`src/rtl/spi_master_mc_if.sv`:
```
// Word-level handshake between a word source and spi_master_mc.
// The source offers tx words with valid/ready; received words come back as a one-cycle pulse.
interface spi_master_mc_if #(
  parameter int unsigned DATA_W = 8
) ();
  logic              tx_valid;
  logic              tx_ready;
  logic [DATA_W-1:0] tx_data;
  logic              tx_last;
  logic              rx_valid;
  logic [DATA_W-1:0] rx_data;

  modport master (
    output tx_valid, tx_data, tx_last,
    input  tx_ready, rx_valid, rx_data
  );

  modport slave (
    input  tx_valid, tx_data, tx_last,
    output tx_ready, rx_valid, rx_data
  );
endinterface

```
`src/rtl/spi_master_mc.sv`:
```
// Multi-chip-select SPI master with runtime CPOL/CPHA, programmable SCLK divider and
// bursts that hold chip select across words. All outputs are registered.
module spi_master_mc #(
  parameter int unsigned DATA_W = 8,
  parameter int unsigned NUM_CS = 4,
  parameter int unsigned DIV_W  = 8,
  localparam int unsigned SelW  = $clog2(NUM_CS)
) (
  input  logic              clk,
  input  logic              rst,
  input  logic              cfg_cpol,
  input  logic              cfg_cpha,
  input  logic [DIV_W-1:0]  cfg_div,
  input  logic [SelW-1:0]   cfg_cs_sel,
  spi_master_mc_if.slave    bus,
  output logic              busy,
  output logic              spi_clk,
  output logic              spi_mosi,
  input  logic              spi_miso,
  output logic [NUM_CS-1:0] spi_cs_n
);

  localparam int unsigned TogW = $clog2(2 * DATA_W + 1);
  localparam logic [TogW-1:0] TogLast = TogW'(2 * DATA_W);

  typedef enum logic [2:0] {StIdle, StLead, StXfer, StWait, StTrail, StGap} state_e;

  state_e            state_q;
  logic              cpol_q;
  logic              cpha_q;
  logic              last_q;
  logic [DIV_W-1:0]  div_q;
  logic [DIV_W-1:0]  cnt_q;
  logic [TogW-1:0]   tog_q;
  logic [DATA_W-1:0] tx_sh_q;
  logic [DATA_W-1:0] rx_sh_q;
  logic [DATA_W-1:0] rx_data_q;
  logic              ready_q;
  logic              rx_valid_q;

  logic              tick;
  logic [TogW-1:0]   tog_nxt;
  logic              last_tog;
  logic              samp;
  logic              adv;

  // Out-of-range selects decode to all-ones so the transfer runs with no slave addressed.
  function automatic logic [NUM_CS-1:0] cs_decode(input logic [SelW-1:0] sel);
    logic [NUM_CS-1:0] v;
    v = '1;
    for (int i = 0; i < NUM_CS; i++) begin
      if (sel == SelW'(i)) v[i] = 1'b0;
    end
    return v;
  endfunction

  // tog_nxt is the number of the toggle that fires when the half-period counter expires.
  always_comb begin
    tick     = (cnt_q == div_q);
    tog_nxt  = tog_q + TogW'(1);
    last_tog = (tog_nxt == TogLast);
    samp     = cpha_q ? ~tog_nxt[0] : tog_nxt[0];
    adv      = cpha_q ? (tog_nxt[0] && (tog_nxt >= TogW'(3))) : (~tog_nxt[0] && !last_tog);
  end

  assign bus.tx_ready = ready_q;
  assign bus.rx_valid = rx_valid_q;
  assign bus.rx_data  = rx_data_q;

  always_ff @(posedge clk) begin
    if (rst) begin
      state_q    <= StIdle;
      cpol_q     <= 1'b0;
      cpha_q     <= 1'b0;
      last_q     <= 1'b0;
      div_q      <= '0;
      cnt_q      <= '0;
      tog_q      <= '0;
      tx_sh_q    <= '0;
      rx_sh_q    <= '0;
      rx_data_q  <= '0;
      ready_q    <= 1'b0;
      rx_valid_q <= 1'b0;
      busy       <= 1'b0;
      spi_clk    <= 1'b0;
      spi_mosi   <= 1'b0;
      spi_cs_n   <= '1;
    end else begin
      rx_valid_q <= 1'b0;
      unique case (state_q)
        StIdle: begin
          spi_clk <= cfg_cpol;
          ready_q <= 1'b1;
          if (bus.tx_valid && ready_q) begin
            cpol_q   <= cfg_cpol;
            cpha_q   <= cfg_cpha;
            div_q    <= cfg_div;
            spi_cs_n <= cs_decode(cfg_cs_sel);
            last_q   <= bus.tx_last;
            spi_mosi <= bus.tx_data[DATA_W-1];
            tx_sh_q  <= {bus.tx_data[DATA_W-2:0], 1'b0};
            cnt_q    <= '0;
            tog_q    <= '0;
            ready_q  <= 1'b0;
            busy     <= 1'b1;
            state_q  <= StLead;
          end
        end

        // LEAD is the half-period before toggle 1; both states share the toggle engine.
        StLead, StXfer: begin
          if (tick) begin
            cnt_q   <= '0;
            spi_clk <= ~spi_clk;
            tog_q   <= tog_nxt;
            if (samp) rx_sh_q <= {rx_sh_q[DATA_W-2:0], spi_miso};
            if (adv) begin
              spi_mosi <= tx_sh_q[DATA_W-1];
              tx_sh_q  <= tx_sh_q << 1;
            end
            if (last_tog) begin
              rx_valid_q <= 1'b1;
              // With CPHA=1 the final sample lands on this same edge.
              rx_data_q  <= cpha_q ? {rx_sh_q[DATA_W-2:0], spi_miso} : rx_sh_q;
              tog_q      <= '0;
              if (last_q) begin
                state_q <= StTrail;
              end else begin
                state_q <= StWait;
                ready_q <= 1'b1;
              end
            end else begin
              state_q <= StXfer;
            end
          end else begin
            cnt_q <= cnt_q + DIV_W'(1);
          end
        end

        StWait: begin
          spi_clk <= cpol_q;
          if (bus.tx_valid) begin
            last_q   <= bus.tx_last;
            spi_mosi <= bus.tx_data[DATA_W-1];
            tx_sh_q  <= {bus.tx_data[DATA_W-2:0], 1'b0};
            cnt_q    <= '0;
            ready_q  <= 1'b0;
            state_q  <= StLead;
          end
        end

        StTrail: begin
          spi_clk <= cpol_q;
          if (tick) begin
            cnt_q    <= '0;
            spi_cs_n <= '1;
            state_q  <= StGap;
          end else begin
            cnt_q <= cnt_q + DIV_W'(1);
          end
        end

        StGap: begin
          if (tick) begin
            cnt_q   <= '0;
            busy    <= 1'b0;
            ready_q <= 1'b1;
            state_q <= StIdle;
          end else begin
            cnt_q <= cnt_q + DIV_W'(1);
          end
        end

        default: state_q <= StIdle;
      endcase
    end
  end

endmodule

```
`src/flat_wrapper.sv`:
```
// flat-port wrapper written by rule: the top's interface ports become plain ports
module spi_master_mc_flat 
#(
  parameter int unsigned DATA_W = 8,
  parameter int unsigned NUM_CS = 4,
  parameter int unsigned DIV_W  = 8,
  localparam int unsigned SelW  = $clog2(NUM_CS)
)
  (clk, rst, cfg_cpol, cfg_cpha, cfg_div, cfg_cs_sel, busy, spi_clk, spi_mosi, spi_miso, spi_cs_n, bus_tx_valid, bus_tx_data, bus_tx_last, bus_tx_ready, bus_rx_valid, bus_rx_data);
  spi_master_mc_if #(.DATA_W(DATA_W)) bus_i ();
  input  logic clk;
  input  logic rst;
  input  logic cfg_cpol;
  input  logic cfg_cpha;
  input  logic [DIV_W-1:0] cfg_div;
  input  logic [SelW-1:0] cfg_cs_sel;
  output logic busy;
  output logic spi_clk;
  output logic spi_mosi;
  input  logic spi_miso;
  output logic [NUM_CS-1:0] spi_cs_n;
  input wire logic [$bits(bus_i.tx_valid)-1:0] bus_tx_valid;
  input wire logic [$bits(bus_i.tx_data)-1:0] bus_tx_data;
  input wire logic [$bits(bus_i.tx_last)-1:0] bus_tx_last;
  output wire logic [$bits(bus_i.tx_ready)-1:0] bus_tx_ready;
  output wire logic [$bits(bus_i.rx_valid)-1:0] bus_rx_valid;
  output wire logic [$bits(bus_i.rx_data)-1:0] bus_rx_data;
  assign bus_i.tx_valid = bus_tx_valid;
  assign bus_i.tx_data = bus_tx_data;
  assign bus_i.tx_last = bus_tx_last;
  assign bus_tx_ready = bus_i.tx_ready;
  assign bus_rx_valid = bus_i.rx_valid;
  assign bus_rx_data = bus_i.rx_data;
  spi_master_mc #(.DATA_W(DATA_W), .NUM_CS(NUM_CS), .DIV_W(DIV_W)) u_core (.clk(clk), .rst(rst), .cfg_cpol(cfg_cpol), .cfg_cpha(cfg_cpha), .cfg_div(cfg_div), .cfg_cs_sel(cfg_cs_sel), .bus(bus_i), .busy(busy), .spi_clk(spi_clk), .spi_mosi(spi_mosi), .spi_miso(spi_miso), .spi_cs_n(spi_cs_n));
endmodule
```
`config.mk`:
```
export PLATFORM = sky130hd
export DESIGN_NAME = spi_master_mc_flat
export DESIGN_NICKNAME = d
export VERILOG_FILES = /design/src/rtl/spi_master_mc_if.sv /design/src/rtl/spi_master_mc.sv /design/src/flat_wrapper.sv
export SDC_FILE = /design/constraint.sdc
export NUM_CORES = 1
export LEC_CHECK = 0
export CAP_MARGIN = 20
export CORE_MARGIN = 4
export CORE_UTILIZATION = 30
export CTS_BUF_LIST = sky130_fd_sc_hd__clkbuf_8
export DETAILED_ROUTE_END_ITERATION = 6
export PLACE_DENSITY_LB_ADDON = 0.05
export SETUP_SLACK_MARGIN = 0.3
export SKIP_LAST_GASP = 1
export SLEW_MARGIN = 20
export SYNTH_ARGS = -nofsm -noshare
export SYNTH_HDL_FRONTEND = slang
export SYNTH_SLANG_ARGS = --single-unit
```
`constraint.sdc`:
```
create_clock -name clk -period 6.6 [get_ports clk]
set_clock_uncertainty 0.15 [all_clocks]
set_input_delay 1.32 -clock clk [delete_from_list [all_inputs] [get_ports clk]]
set_output_delay 1.32 -clock clk [all_outputs]
set_load 0.05 [all_outputs]
```
Run 1, pin map:
Scale: 4 px per um. Pins as bars across the die edge, other pins in grey.
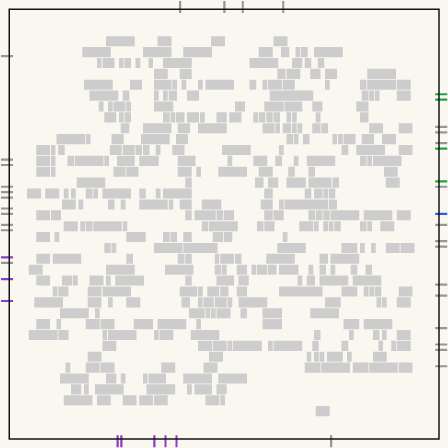
Key: `busy` = blue [pins 1, direction output, edge right]; `bus_rx_data` = purple [pins 8, direction output, edge 5 bottom, 3 left]; `spi_cs_n` = green [pins 4, direction output, edge right]
die span in x: 107 um
I/O Buffers: 41
Die Y: 107 um

Run 1, cell outlines without signal wires:
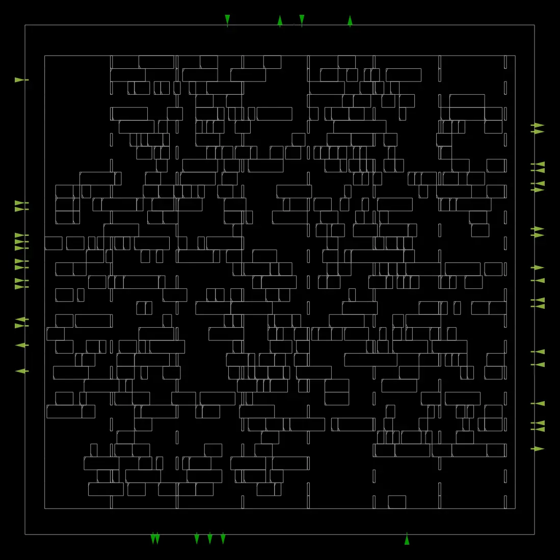
core region area: 9420 um^2
Non-Filler Instances: 516
Fillers: 979
# Taps: 129

==> impl_metrics.yaml, run 1 <==
# generated from flow reports
outcome:
  outcome: "finished clean"
clock_tree:
  cts_max_level: 3
  cts_max_path_buffers: 2
  clk_pin_slew_ns: 0.07
  cts-resized-gates: 0
  clkLatencyLatePin_ns: 0.34
final_layout:
  lay_top_cells: "dfxtp_1, nand2_1, clkdlybuf4s50_1"
  final_layout_size_suffix_gt1_share_pct: 7.75
synth:
  ys.flop_type: "dfxtp_1"
  top_logic_kind: "simple AND/OR/NAND/NOR gates"
  yosysMostFrequentCell: "dfxtp_1"
  syn_area_um2: 2950
  largest_area_cell: "dfxtp_1"
global_route:
  grtUsageTotal_pct: 12.7
worst_hold_path:
  min_to: "u_core.tx_sh_q[1]$_SDFFE_PP0P_"
  min-delay-start: "u_core.tx_sh_q[1]$_SDFFE_PP0P_"
  worstHoldPathCells: 2
job:
  log.warning_count: 27
route:
  wl_met2_um: 2980
  wl_per_cell_um: 13.7
  wl_met1_um: 3650
critical_path:
  crit_top_cell: "a21oi_1"
  ff2ff_setup_slack_ns: 3.87
  rr_worst_depth: 5
  crit_path_top_delay_cell: "nand4_1"
  end_kind: "register"
  worstReg2RegStart: "u_core.state_q[2]$_SDFFE_PP0P_"
power:
  p_switching_mw: 0.284
  top_power_group: "clock"
  irDropWorstVdd_mv: 0.106
placement:
  place_congestion: 0.735
sta:
  hold_ws_ns: 0.314
  setup_tns_ns: 0
Run 1, gate families picked out:
Scale: 4 px per um.
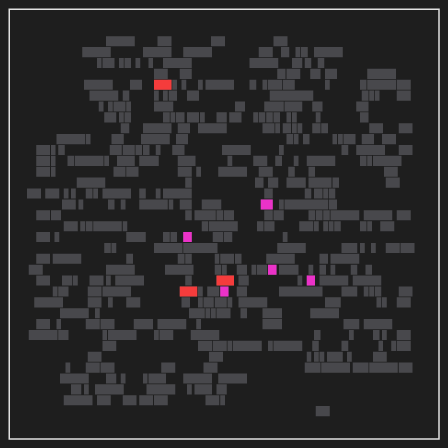
Key: adder and majority cells = red [cells 3]; AND and OR gates = magenta [cells 5, where middle]
multi-input combinational area share: 45.0%
most frequent logic cell in the layout: dfxtp_1

[run 1: critical path: cells and delay by family]
family,cells,cell delay [ns]
AOI/OAI and AO/OA,3,0.74
buffers and inverters,1,0.57
and+or+nand+nor,1,0.66
[run 1: stage by stage]
step	total power [mW]	cell area, um^2
3_5_place_dp	0.595	3450
4_1_cts	1.01	3690
6_report	0.991	3690
3_3_place_gp	0.596	3450
2_1_floorplan	0.539	2950
5_1_grt	1.04	3690
[run 1: cell type report]
class / count / area [um^2] / area share [%]
clock buffers: 10 / 138 / 3.73
repair buffers: 43 / 425 / 11.5
well taps: 129 / 161 / 4.37
clock inverters: 6 / 104 / 2.81
multi-input cells: 263 / 1660 / 45.0
flip-flops and latches: 59 / 1180 / 32.0
inverters: 6 / 22.5 / 0.610
==> run 1 -> run 2 <==
==> constraint.sdc (replaced) <==
create_clock -name clk -period 2.7 [get_ports clk]
set_clock_uncertainty 0.15 [all_clocks]
set_input_delay 0.54 -clock clk [delete_from_list [all_inputs] [get_ports clk]]
set_output_delay 0.54 -clock clk [all_outputs]
set_load 0.05 [all_outputs]
Run 2, gate families picked out:
Scale: 4 px per um.
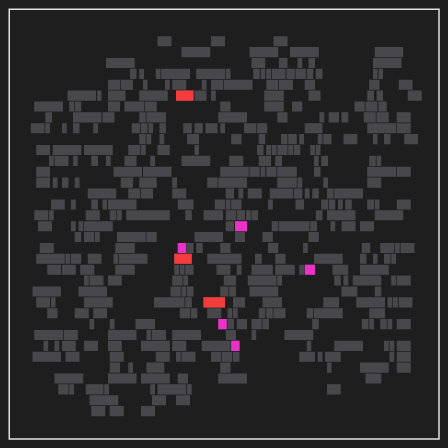
Key: adder and majority cells = red [cells 3]; AND and OR gates = magenta [cells 5, where middle]
multi-input combinational area share: 43.9%
Non-Filler Instances: 532

Run 2, wires at chosen ports, followed through buffers:
Scale: 2 px per um.
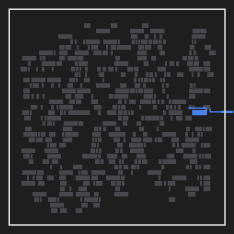
Key: `busy` = blue [bits 1, direction output, edge right, end cells 1, buffers 1, wire 19.3 um]
Boundary Pins: 42

Run 2, cell outlines without signal wires:
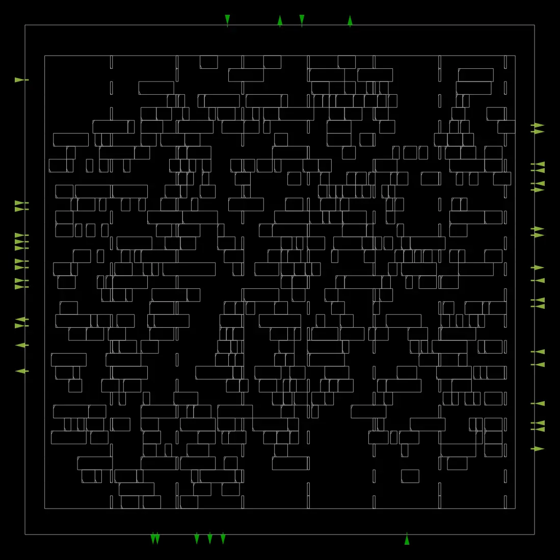
utilization after layout: 40.3%
# rows: 35
Flop Count: 59
Fillers: 998

==> impl_metrics.yaml, run 2 <==
# generated from flow reports
synth:
  ys.flop_type: "dfxtp_1"
  syn_area_um2: 2950
  largest_area_cell: "dfxtp_1"
  synth-seq-cells: 59
  yosysMostFrequentCell: "dfxtp_1"
final_layout:
  inverters: 6
  seq_area_share_pct: 31.2
  n_clock_buffer: 12
  final_layout_size_suffix_gt1_share_pct: 12.7
  dominant_cells: "combinational gates"
  final-seq-area_um2: 1180
  lay_top_count: "dfxtp_1"
  logic_area_um2: 1670
  design_area_um2: 3790
  final-nonclk-buf-share_pct: 14.4
  comb_cells: 263
  clk_share_pct: 5.61
  lay_top_cells: "dfxtp_1, nand2_1, clkdlybuf4s50_1"
  buffers: 59
clock_tree:
  clkLatencyLatePin_ns: 0.34
  cts_max_path_buffers: 2
  cts_tree: "built"
  cts_max_level: 3
sta:
  setup_tns_ns: 0
  hold_ws_ns: 0.303
outcome:
  outcome: "finished clean"
critical_path:
  crit_path_top_delay_cell: "clkdlybuf4s50_1"
  end_kind: "output pin"
  crit_family: "buffers and inverters"
  cp_num_buf_inv: 1
  ff2ff_setup_slack_ns: 0.49
route:
  wl_met2_um: 3120
  wl_per_cell_um: 13.7
  wl_met1_um: 3730
power:
  power_mw: 2.33
  p_switching_mw: 0.702
  irDropWorstVdd_mv: 0.211
global_route:
  grtUsageTotal_pct: 13.4
placement:
  place_area_um2: 3570
  io_buffers: 41
die:
  die_w_um: 107
  die_y_um: 107
  tap_cells: 129
  core_um2: 9420
job:
  log.warning_count: 27
==> run 2: stage by stage <==
step	setup WS, ns	std cells
3_3_place_gp	0.210	516
2_1_floorplan	0.550	347
6_report	0.435	532
4_1_cts	0.325	532
3_5_place_dp	0.167	516
5_1_grt	0.311	532
==> run 2: final timing paths <==
path	to	cells past startpoint	start
worst min-delay path	u_core.tx_sh_q[1]$_SDFFE_PP0P_	2	u_core.tx_sh_q[1]$_SDFFE_PP0P_
worst max-delay path	bus_tx_ready	1	u_core.bus.tx_ready$_SDFFE_PP0P_
worst max register to register	u_core.tx_sh_q[2]$_SDFFE_PP0P_	6	u_core.tog_q[0]$_SDFFE_PP0P_
worst min register to register	u_core.tx_sh_q[1]$_SDFFE_PP0P_	2	u_core.tx_sh_q[1]$_SDFFE_PP0P_
==> run 2 -> run 3 <==
==> constraint.sdc (replaced) <==
create_clock -name clk -period 2.25 [get_ports clk]
set_clock_uncertainty 0.15 [all_clocks]
set_input_delay 0.45 -clock clk [delete_from_list [all_inputs] [get_ports clk]]
set_output_delay 0.45 -clock clk [all_outputs]
set_load 0.05 [all_outputs]
Run 3, gate families picked out:
Scale: 4 px per um.
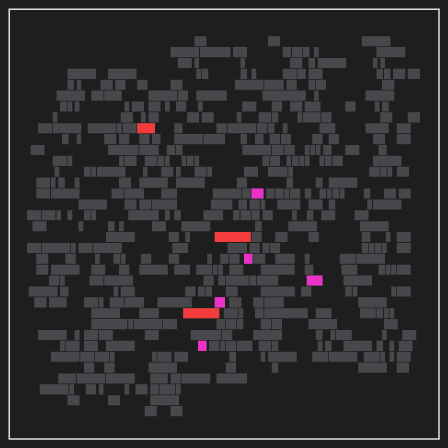
Key: adder and majority cells = red [cells 3]; AND and OR gates = magenta [cells 5]
multi-input combinational area share: 43.0%
Non-Filler Instances: 556

Run 3, cell outlines without signal wires:
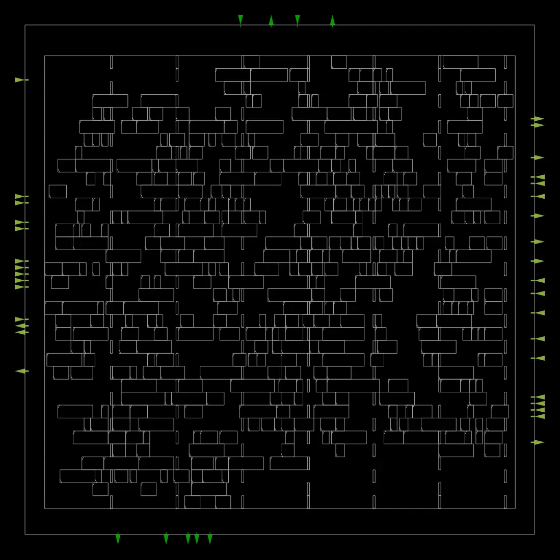
utilization after layout: 44.1%
Fillers: 970

Run 3, pin map:
Scale: 4 px per um. Pins as bars across the die edge, other pins in grey.
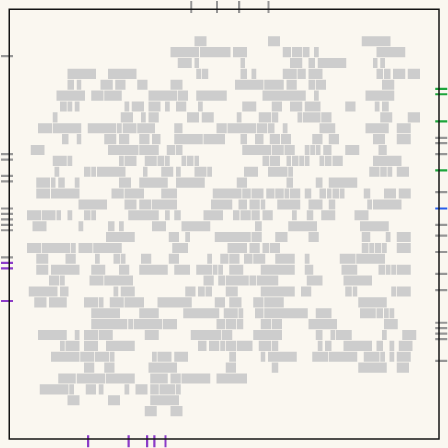
Key: `spi_cs_n` = green [pins 4, direction output, edge right]; `busy` = blue [pins 1, direction output, edge right]; `bus_rx_data` = purple [pins 8, direction output, edge 5 bottom, 3 left]
All pins by edge: 19 right, 14 left, 5 bottom, 4 top.

==> impl_metrics.yaml, run 3 <==
# generated from flow reports
final_layout:
  n_clock_buffer: 9
  buffers: 83
  final-nonclk-buf-share_pct: 18.3
  inverters: 6
  final_layout_size_suffix_gt1_share_pct: 23.0
  comb_cells: 263
  lay_top_cells: "nand2_1, dfxtp_1, nor2_1"
  final-seq-area_um2: 1190
clock_tree:
  cts_max_path_buffers: 2
  clk_pin_slew_ns: 0.08
synth:
  syn_area_um2: 2950
  largest_area_cell: "dfxtp_1"
  synth-seq-cells: 59
  ys.flop_type: "dfxtp_1"
  yosysMostFrequentCell: "dfxtp_1"
sta:
  setup_tns_ns: 0
  setup_slack_ns: 0.270
die:
  core_um2: 9420
outcome:
  outcome: "finished clean"
placement:
  io_buffers: 41
  place_area_um2: 3680
  place_congestion: 0.748
critical_path:
  cp.depth: 7
  cp-startpoint: "u_core.tog_q[0]$_SDFFE_PP0P_"
  cp_num_buf_inv: 1
worst_hold_path:
  min-delay-start: "u_core.tx_sh_q[1]$_SDFFE_PP0P_"
  worstHoldPathCells: 2
global_route:
  grtUsageTotal_pct: 13.7
[run 3: metal layers]
layer,share of wire (%),up-vias,routed length [um],GRT usage [%]
met5,0,-,0,0
met4,1.6,0,123,5.21
met3,4.2,11,321,2.65
met2,42,48,3190,20.6
met1,52,1217,3940,19.2
li1,-,1389,-,-
[run 3: logic make-up after synthesis]
logic type | Yosys count | share of synthesized area [%]
simple gates | 140 | 23.4
compound gates | 83 | 19.7
flops | 59 | 40.1
buf+inv | 25 | 3.70
mux | 21 | 7.14
xor+xnor | 16 | 4.76
fa+ha+maj | 3 | 1.27
[run 3: power groups by stage]
stage	Clock [mW]	Combinational, mW	Sequential (mW)
after floorplan	0	0.360	1.22
after detailed placement	0	0.654	1.18
after global routing	1.18	0.815	1.16
after global placement	0	0.652	1.18
final	1.09	0.745	1.15
after CTS	1.14	0.713	1.15
Power is estimated from default activity; no workload was simulated.
